## config.mk

```make
export PLATFORM = sky130hd
export DESIGN_NAME = dma_csr_master
export DESIGN_NICKNAME = d
export VERILOG_FILES = /design/src/rtl/dma_csr_pkg.sv /design/src/rtl/dma_csr_mst_cnt.sv /design/src/rtl/dma_csr_master.sv
export SDC_FILE = /design/constraint.sdc
export NUM_CORES = 1
export LEC_CHECK = 0
export CAP_MARGIN = 20
export CORE_ASPECT_RATIO = 1.2
export CORE_MARGIN = 3
export CORE_UTILIZATION = 52
export CTS_BUF_LIST = sky130_fd_sc_hd__clkbuf_4 sky130_fd_sc_hd__clkbuf_8 sky130_fd_sc_hd__clkbuf_16
export DETAILED_ROUTE_END_ITERATION = 10
export GPL_ROUTABILITY_DRIVEN = 0
export HOLD_SLACK_MARGIN = 0.1
export PLACE_DENSITY = 0.86
export SYNTH_ARGS = -nofsm -noshare
export SYNTH_HDL_FRONTEND = slang
export SYNTH_SLANG_ARGS = --single-unit
```

## constraint.sdc

```tcl
create_clock -name clk -period 3.8 [get_ports clk]
set_clock_uncertainty 0.2 [all_clocks]
set_input_delay 0.76 -clock clk [delete_from_list [all_inputs] [get_ports clk]]
set_output_delay 0.76 -clock clk [all_outputs]
set_load 0.05 [all_outputs]
```

## src/rtl/dma_csr_pkg.sv

```systemverilog
// ============================================================================
// Module      : dma_csr_pkg
// Description : Shared types and constants for the DMA CSR master.
// Revision    : 1.0 - initial release
// ============================================================================
`default_nettype none

package dma_csr_pkg;

    typedef enum logic [1:0] {
        ST_IDLE   = 2'd0,
        ST_ACCESS = 2'd1,
        ST_GAP    = 2'd2,
        ST_RESP   = 2'd3
    } state_e;

    localparam logic [1:0] RSP_OK       = 2'b00;
    localparam logic [1:0] RSP_TIMEOUT  = 2'b01;
    localparam logic [1:0] RSP_POLL_EXH = 2'b10;

    localparam logic [3:0] REG_STATUS   = 4'h0;
    localparam logic [3:0] REG_CONTROL  = 4'h4;
    localparam logic [3:0] REG_NEXT_PTR = 4'h8;

    function automatic logic poll_match(input logic [31:0] rdata,
                                        input logic [31:0] exp_v,
                                        input logic [31:0] mask);
        return ((rdata ^ exp_v) & mask) == 32'h0;
    endfunction

endpackage

`default_nettype wire

```

## src/rtl/dma_csr_mst_cnt.sv

```systemverilog
// ============================================================================
// Module      : dma_csr_mst_cnt
// Description : Loadable, clearable saturating down-counter.
// Revision    : 1.0 - initial release
// ============================================================================
`default_nettype none

module dma_csr_mst_cnt #(
    parameter int WIDTH = 8
) (
    input  logic             clk,
    input  logic             reset_n,
    input  logic             clr_i,
    input  logic             load_i,
    input  logic [WIDTH-1:0] load_val_i,
    input  logic             dec_i,
    output logic             zero_o
);

    logic [WIDTH-1:0] cnt_q;
    logic [WIDTH-1:0] cnt_d;

    always_comb begin
        cnt_d = cnt_q;
        if (clr_i) begin
            cnt_d = '0;
        end else if (load_i) begin
            cnt_d = load_val_i;
        end else if (dec_i && (cnt_q != '0)) begin
            cnt_d = cnt_q - WIDTH'(1);
        end
    end

    always_ff @(posedge clk) begin
        if (!reset_n) begin
            cnt_q <= '0;
        end else begin
            cnt_q <= cnt_d;
        end
    end

    assign zero_o = (cnt_q == '0);

endmodule

`default_nettype wire

```

## src/rtl/dma_csr_master.sv

```systemverilog
// ============================================================================
// Module      : dma_csr_master
// Description : Command-driven CSR bus master with wait, timeout and polling.
// Revision    : 1.0 - initial release
// ============================================================================
`default_nettype none

module dma_csr_master
    import dma_csr_pkg::*;
#(
    parameter int TIMEOUT_CYCLES = 256,
    parameter int POLL_MAX       = 16,
    parameter int POLL_GAP       = 4
) (
    input  logic        clk,
    input  logic        reset_n,
    input  logic        cmd_valid_i,
    output logic        cmd_ready_o,
    input  logic        cmd_write_i,
    input  logic        cmd_poll_i,
    input  logic [3:0]  cmd_addr_i,
    input  logic [31:0] cmd_wdata_i,
    input  logic [3:0]  cmd_be_i,
    input  logic [31:0] cmd_mask_i,
    output logic        rsp_valid_o,
    input  logic        rsp_ready_i,
    output logic [31:0] rsp_rdata_o,
    output logic [1:0]  rsp_status_o,
    output logic        csr_wr_o,
    output logic        csr_rd_o,
    output logic [3:0]  csr_addr_o,
    output logic [31:0] csr_wr_data_o,
    output logic [3:0]  csr_be_o,
    input  logic        csr_wait_rq_i,
    input  logic [31:0] csr_rd_data_i
);

    localparam int CNT_W = $clog2(TIMEOUT_CYCLES + POLL_GAP + 1);
    localparam int RD_W  = $clog2(POLL_MAX + 1);
    localparam logic [CNT_W-1:0] TO_LOAD   = CNT_W'(TIMEOUT_CYCLES - 1);
    localparam logic [CNT_W-1:0] GAP_LOAD  = CNT_W'(POLL_GAP - 1);
    localparam logic [RD_W-1:0]  POLL_LAST = RD_W'(POLL_MAX - 1);

    state_e            state_q, state_d;
    logic              cmd_ready_q, cmd_ready_d;
    logic              write_q, write_d;
    logic              poll_q, poll_d;
    logic [31:0]       mask_q, mask_d;
    logic [31:0]       exp_q, exp_d;
    logic              csr_wr_q, csr_wr_d;
    logic              csr_rd_q, csr_rd_d;
    logic [3:0]        csr_addr_q, csr_addr_d;
    logic [31:0]       csr_wr_data_q, csr_wr_data_d;
    logic [3:0]        csr_be_q, csr_be_d;
    logic              rsp_valid_q, rsp_valid_d;
    logic [31:0]       rsp_rdata_q, rsp_rdata_d;
    logic [1:0]        rsp_status_q, rsp_status_d;
    logic [RD_W-1:0]   reads_q, reads_d;

    logic              cnt_clr, cnt_load, cnt_dec, cnt_zero;
    logic [CNT_W-1:0]  cnt_load_val;

    // One counter times both the wait limit in ACCESS and the idle span in GAP;
    // each state reloads it on entry, so the two uses never overlap.
    dma_csr_mst_cnt #(
        .WIDTH (CNT_W)
    ) u_cnt (
        .clk        (clk),
        .reset_n    (reset_n),
        .clr_i      (cnt_clr),
        .load_i     (cnt_load),
        .load_val_i (cnt_load_val),
        .dec_i      (cnt_dec),
        .zero_o     (cnt_zero)
    );

    always_comb begin
        state_d       = state_q;
        cmd_ready_d   = cmd_ready_q;
        write_d       = write_q;
        poll_d        = poll_q;
        mask_d        = mask_q;
        exp_d         = exp_q;
        csr_wr_d      = csr_wr_q;
        csr_rd_d      = csr_rd_q;
        csr_addr_d    = csr_addr_q;
        csr_wr_data_d = csr_wr_data_q;
        csr_be_d      = csr_be_q;
        rsp_valid_d   = rsp_valid_q;
        rsp_rdata_d   = rsp_rdata_q;
        rsp_status_d  = rsp_status_q;
        reads_d       = reads_q;
        cnt_clr       = 1'b0;
        cnt_load      = 1'b0;
        cnt_dec       = 1'b0;
        cnt_load_val  = TO_LOAD;

        case (state_q)
            ST_IDLE: begin
                cmd_ready_d = 1'b1;
                if (cmd_valid_i && cmd_ready_q) begin
                    cmd_ready_d   = 1'b0;
                    write_d       = cmd_write_i;
                    poll_d        = cmd_poll_i & ~cmd_write_i;
                    mask_d        = cmd_mask_i;
                    exp_d         = cmd_wdata_i;
                    csr_wr_d      = cmd_write_i;
                    csr_rd_d      = ~cmd_write_i;
                    csr_addr_d    = cmd_addr_i;
                    csr_wr_data_d = cmd_write_i ? cmd_wdata_i : 32'h0;
                    csr_be_d      = cmd_write_i ? cmd_be_i : 4'hF;
                    rsp_rdata_d   = 32'h0;
                    rsp_status_d  = RSP_OK;
                    reads_d       = '0;
                    cnt_load      = 1'b1;
                    state_d       = ST_ACCESS;
                end
            end
            ST_ACCESS: begin
                if (!csr_wait_rq_i) begin
                    csr_wr_d = 1'b0;
                    csr_rd_d = 1'b0;
                    if (write_q) begin
                        rsp_valid_d = 1'b1;
                        state_d     = ST_RESP;
                    end else begin
                        rsp_rdata_d = csr_rd_data_i;
                        reads_d     = reads_q + RD_W'(1);
                        if (!poll_q || poll_match(csr_rd_data_i, exp_q, mask_q)) begin
                            rsp_valid_d = 1'b1;
                            state_d     = ST_RESP;
                        end else if (reads_q == POLL_LAST) begin
                            rsp_status_d = RSP_POLL_EXH;
                            rsp_valid_d  = 1'b1;
                            state_d      = ST_RESP;
                        end else begin
                            cnt_load     = 1'b1;
                            cnt_load_val = GAP_LOAD;
                            state_d      = ST_GAP;
                        end
                    end
                end else if (cnt_zero) begin
                    // Zero here means TIMEOUT_CYCLES waited cycles have elapsed.
                    csr_wr_d     = 1'b0;
                    csr_rd_d     = 1'b0;
                    rsp_rdata_d  = 32'h0;
                    rsp_status_d = RSP_TIMEOUT;
                    rsp_valid_d  = 1'b1;
                    state_d      = ST_RESP;
                end else begin
                    cnt_dec = 1'b1;
                end
            end
            ST_GAP: begin
                if (cnt_zero) begin
                    csr_rd_d = 1'b1;
                    cnt_load = 1'b1;
                    state_d  = ST_ACCESS;
                end else begin
                    cnt_dec = 1'b1;
                end
            end
            ST_RESP: begin
                if (rsp_ready_i) begin
                    rsp_valid_d = 1'b0;
                    cmd_ready_d = 1'b1;
                    cnt_clr     = 1'b1;
                    state_d     = ST_IDLE;
                end
            end
            default: begin
                state_d = ST_IDLE;
            end
        endcase
    end

    always_ff @(posedge clk) begin
        if (!reset_n) begin
            state_q       <= ST_IDLE;
            cmd_ready_q   <= 1'b0;
            write_q       <= 1'b0;
            poll_q        <= 1'b0;
            mask_q        <= 32'h0;
            exp_q         <= 32'h0;
            csr_wr_q      <= 1'b0;
            csr_rd_q      <= 1'b0;
            csr_addr_q    <= 4'h0;
            csr_wr_data_q <= 32'h0;
            csr_be_q      <= 4'h0;
            rsp_valid_q   <= 1'b0;
            rsp_rdata_q   <= 32'h0;
            rsp_status_q  <= RSP_OK;
            reads_q       <= '0;
        end else begin
            state_q       <= state_d;
            cmd_ready_q   <= cmd_ready_d;
            write_q       <= write_d;
            poll_q        <= poll_d;
            mask_q        <= mask_d;
            exp_q         <= exp_d;
            csr_wr_q      <= csr_wr_d;
            csr_rd_q      <= csr_rd_d;
            csr_addr_q    <= csr_addr_d;
            csr_wr_data_q <= csr_wr_data_d;
            csr_be_q      <= csr_be_d;
            rsp_valid_q   <= rsp_valid_d;
            rsp_rdata_q   <= rsp_rdata_d;
            rsp_status_q  <= rsp_status_d;
            reads_q       <= reads_d;
        end
    end

    assign cmd_ready_o   = cmd_ready_q;
    assign csr_wr_o      = csr_wr_q;
    assign csr_rd_o      = csr_rd_q;
    assign csr_addr_o    = csr_addr_q;
    assign csr_wr_data_o = csr_wr_data_q;
    assign csr_be_o      = csr_be_q;
    assign rsp_valid_o   = rsp_valid_q;
    assign rsp_rdata_o   = rsp_rdata_q;
    assign rsp_status_o  = rsp_status_q;

endmodule

`default_nettype wire

```

**Track usage over the die**

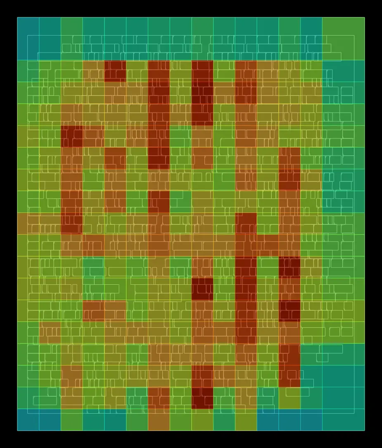
GRT Resource Usage Total: 26.6%
GRT met3 Usage: 9.24%
DR WL/cell: 16.8 um

**Zoomed window**

Region (40, 77) to (70, 107) um. Cells in gray, sequential cells in the stronger gray; small squares are vias.
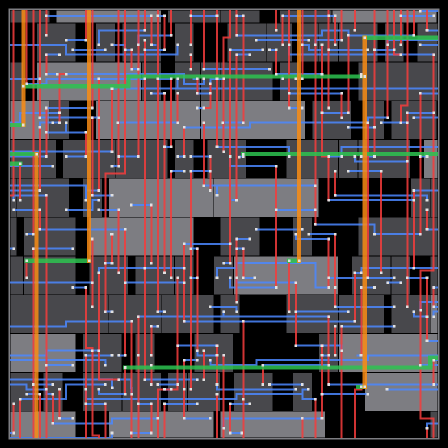
M3: marked green. M1: marked blue. M2: marked red. M4: marked orange.
Most frequent: nand2_1 (24), dfxtp_1 (13). Sequential cells in the window: 13. Netlist names of flops here include mask_q (10). 75 logic cells have their middle in the window.

==> results.json <==
{
  "status": "complete, no violations",
  "maxUsedRoutingLayer": "met5",
  "cp.depth": 7,
  "instance_count_along_the_most_critical_hold_path": 2,
  "synth-cells-yosys": 793,
  "tightestPinTransition_ps": 859,
  "kind_of_start_point_of_the_critical_path": "input port",
  "timing.slew.headroom_pct": 42.7,
  "core_util_floorplan_pct": 54.5,
  "wl_met3_um": 1500,
  "synth_flop_count": 160,
  "floorplan.nets": 911,
  "powerDensity_nw_per_um2": 615,
  "first_pass_iters": 5,
  "synthTopCellsByArea": "sky130_fd_sc_hd__dfxtp_1, sky130_fd_sc_hd__nand2_1, sky130_fd_sc_hd__a21boi_0",
  "worst_ep_required_time_ps": 3910,
  "numPortBuffers": 188,
  "rsz_0062_raised_after_global_routing": "no",
  "die_height_um": 131,
  "synth-area-yosys_um2": 6750,
  "worst_ep_arrival_time_ps": 2940,
  "ys.warnings.count": 0,
  "first_iter_violations": 311,
  "total_power_w": 0.00573,
  "io_pins": 189,
  "timing.critical_path.max_delay_family": "AND-OR/OR-AND gates",
  "final_layout_top_logic_cell": "sky130_fd_sc_hd__nand2_1",
  "crit_slowest_cell": "sky130_fd_sc_hd__nor4_4",
  "detailed_place_hpwl_um": 13200,
  "ys_seq_share_pct": 47.4,
  "cts_buffer_depth": 2,
  "drt-vias-per-instance": 5.32,
  "setup_viol_count_final": 0,
  "diodes": 0,
  "worst_skew_pair.late_latency_ps": 410,
  "crit_path_max_fanout": 6,
  "floorplan_die_width_um": 110
}
-- Yosys cell counts, drive strengths merged --
master,number
ha,7
buf,20
inv,8
o21ai,6
o211a,5
o31ai,1
o221a,1
nand4,7
a21oi,36
xnor2,5
a22o,2
nor2,9
nor4b,1
or4,1
nand3,46
and3,3
a21boi,114
a21o,3
mux2,1
mux2i,1
clkbuf,33
a221oi,2
a22oi,16
a31oi,1
o22ai,2
nor3b,1
o21a,1
o211ai,2
or4b,1
o21ba,1
dfxtp,160
xor2,36
nand2,240
nor3,4
nor2b,3
nand3b,8
and2,1
nor4,2
or2,2
-- sequential cells by signal (all words and copies together), names as in the netlist --
name	cells
csr_wr_data_o	32
poll_q	1
state_q	2
csr_addr_o	4
csr_be_o	4
exp_q	32
csr_wr_o	1
rsp_status_o	2
rsp_rdata_o	32
reads_q	5
csr_rd_o	1
mask_q	32
rsp_valid_o	1
write_q	1
u_cnt.cnt_q	9
cmd_ready_o	1
-- worst paths after layout --
check	startpoint	endpoint	slack (ps)
min	rsp_rdata_o[30]	rsp_rdata_o[30]	250
min reg2reg	rsp_rdata_o[30]	rsp_rdata_o[30]	250
max reg2reg	state_q[0]	rsp_rdata_o[7]	1240
max	csr_rd_data_i[8]	u_cnt.cnt_q[0]	970
-- metal layers --
layer | up-vias | track usage (%)
li1 | 3001 | -
met5 | - | 0
met2 | 183 | 44.2
met3 | 26 | 9.24
met1 | 2802 | 32.3
met4 | 2 | 8.73
-- worst reg2reg max path, cell delays in order, from the launching register on --
cell and delay [ps]:
sky130_fd_sc_hd__dfxtp_1 380, sky130_fd_sc_hd__inv_1 80, sky130_fd_sc_hd__ha_1 290, sky130_fd_sc_hd__and3_4 240, sky130_fd_sc_hd__a21oi_2 320, sky130_fd_sc_hd__a21o_1 130, sky130_fd_sc_hd__nand2_1 350, sky130_fd_sc_hd__buf_4 360
sky130_fd_sc_hd__a21oi_1 140
-- metrics by stage --
stage          setup slack (ps)  cells  util, %  instance area (um^2)
5_1_grt                     862   1131     75.2                  9310
3_5_place_dp                604   1099     70.5                  8730
3_3_place_gp                675   1099     70.5                  8730
6_report                    966   1131     75.2                  9310
2_1_floorplan              1470    793        -                  6750
4_1_cts                    1030   1131     75.2                  9310
-- area by class of cell --
cell class                 count  area [um^2]
clock buffer                  22          482
inverter                       8         30.0
timing repair buffer         198         1970
sequential                   160         3200
multi-input combinational    572         3320
tap                          161          201
fill                         951         3070
clock inverter                10          103
-- cells by family after synthesis --
| kind of cell | share of synthesized area (%) |
|---|---|
| buffers and inverters | 3.74 |
| flip-flops | 47.4 |
| XOR/XNOR | 5.32 |
| AND-OR/OR-AND | 20.4 |
| AND/OR/NAND/NOR | 21.5 |
| multiplexers | 0.315 |
| adder cells (fa/ha/maj) | 1.30 |
-- power by group --
part | leakage, nW | switching (W) | internal [W]
clock | 0.285 | 0.000690 | 0.000977
sequential | 1.30 | 0.000173 | 0.00192
combinational | 1.79 | 0.00125 | 0.000716
total | 3.37 | 0.00212 | 0.00361
Power figures rest on the tool's default switching activity, not on a simulated workload.
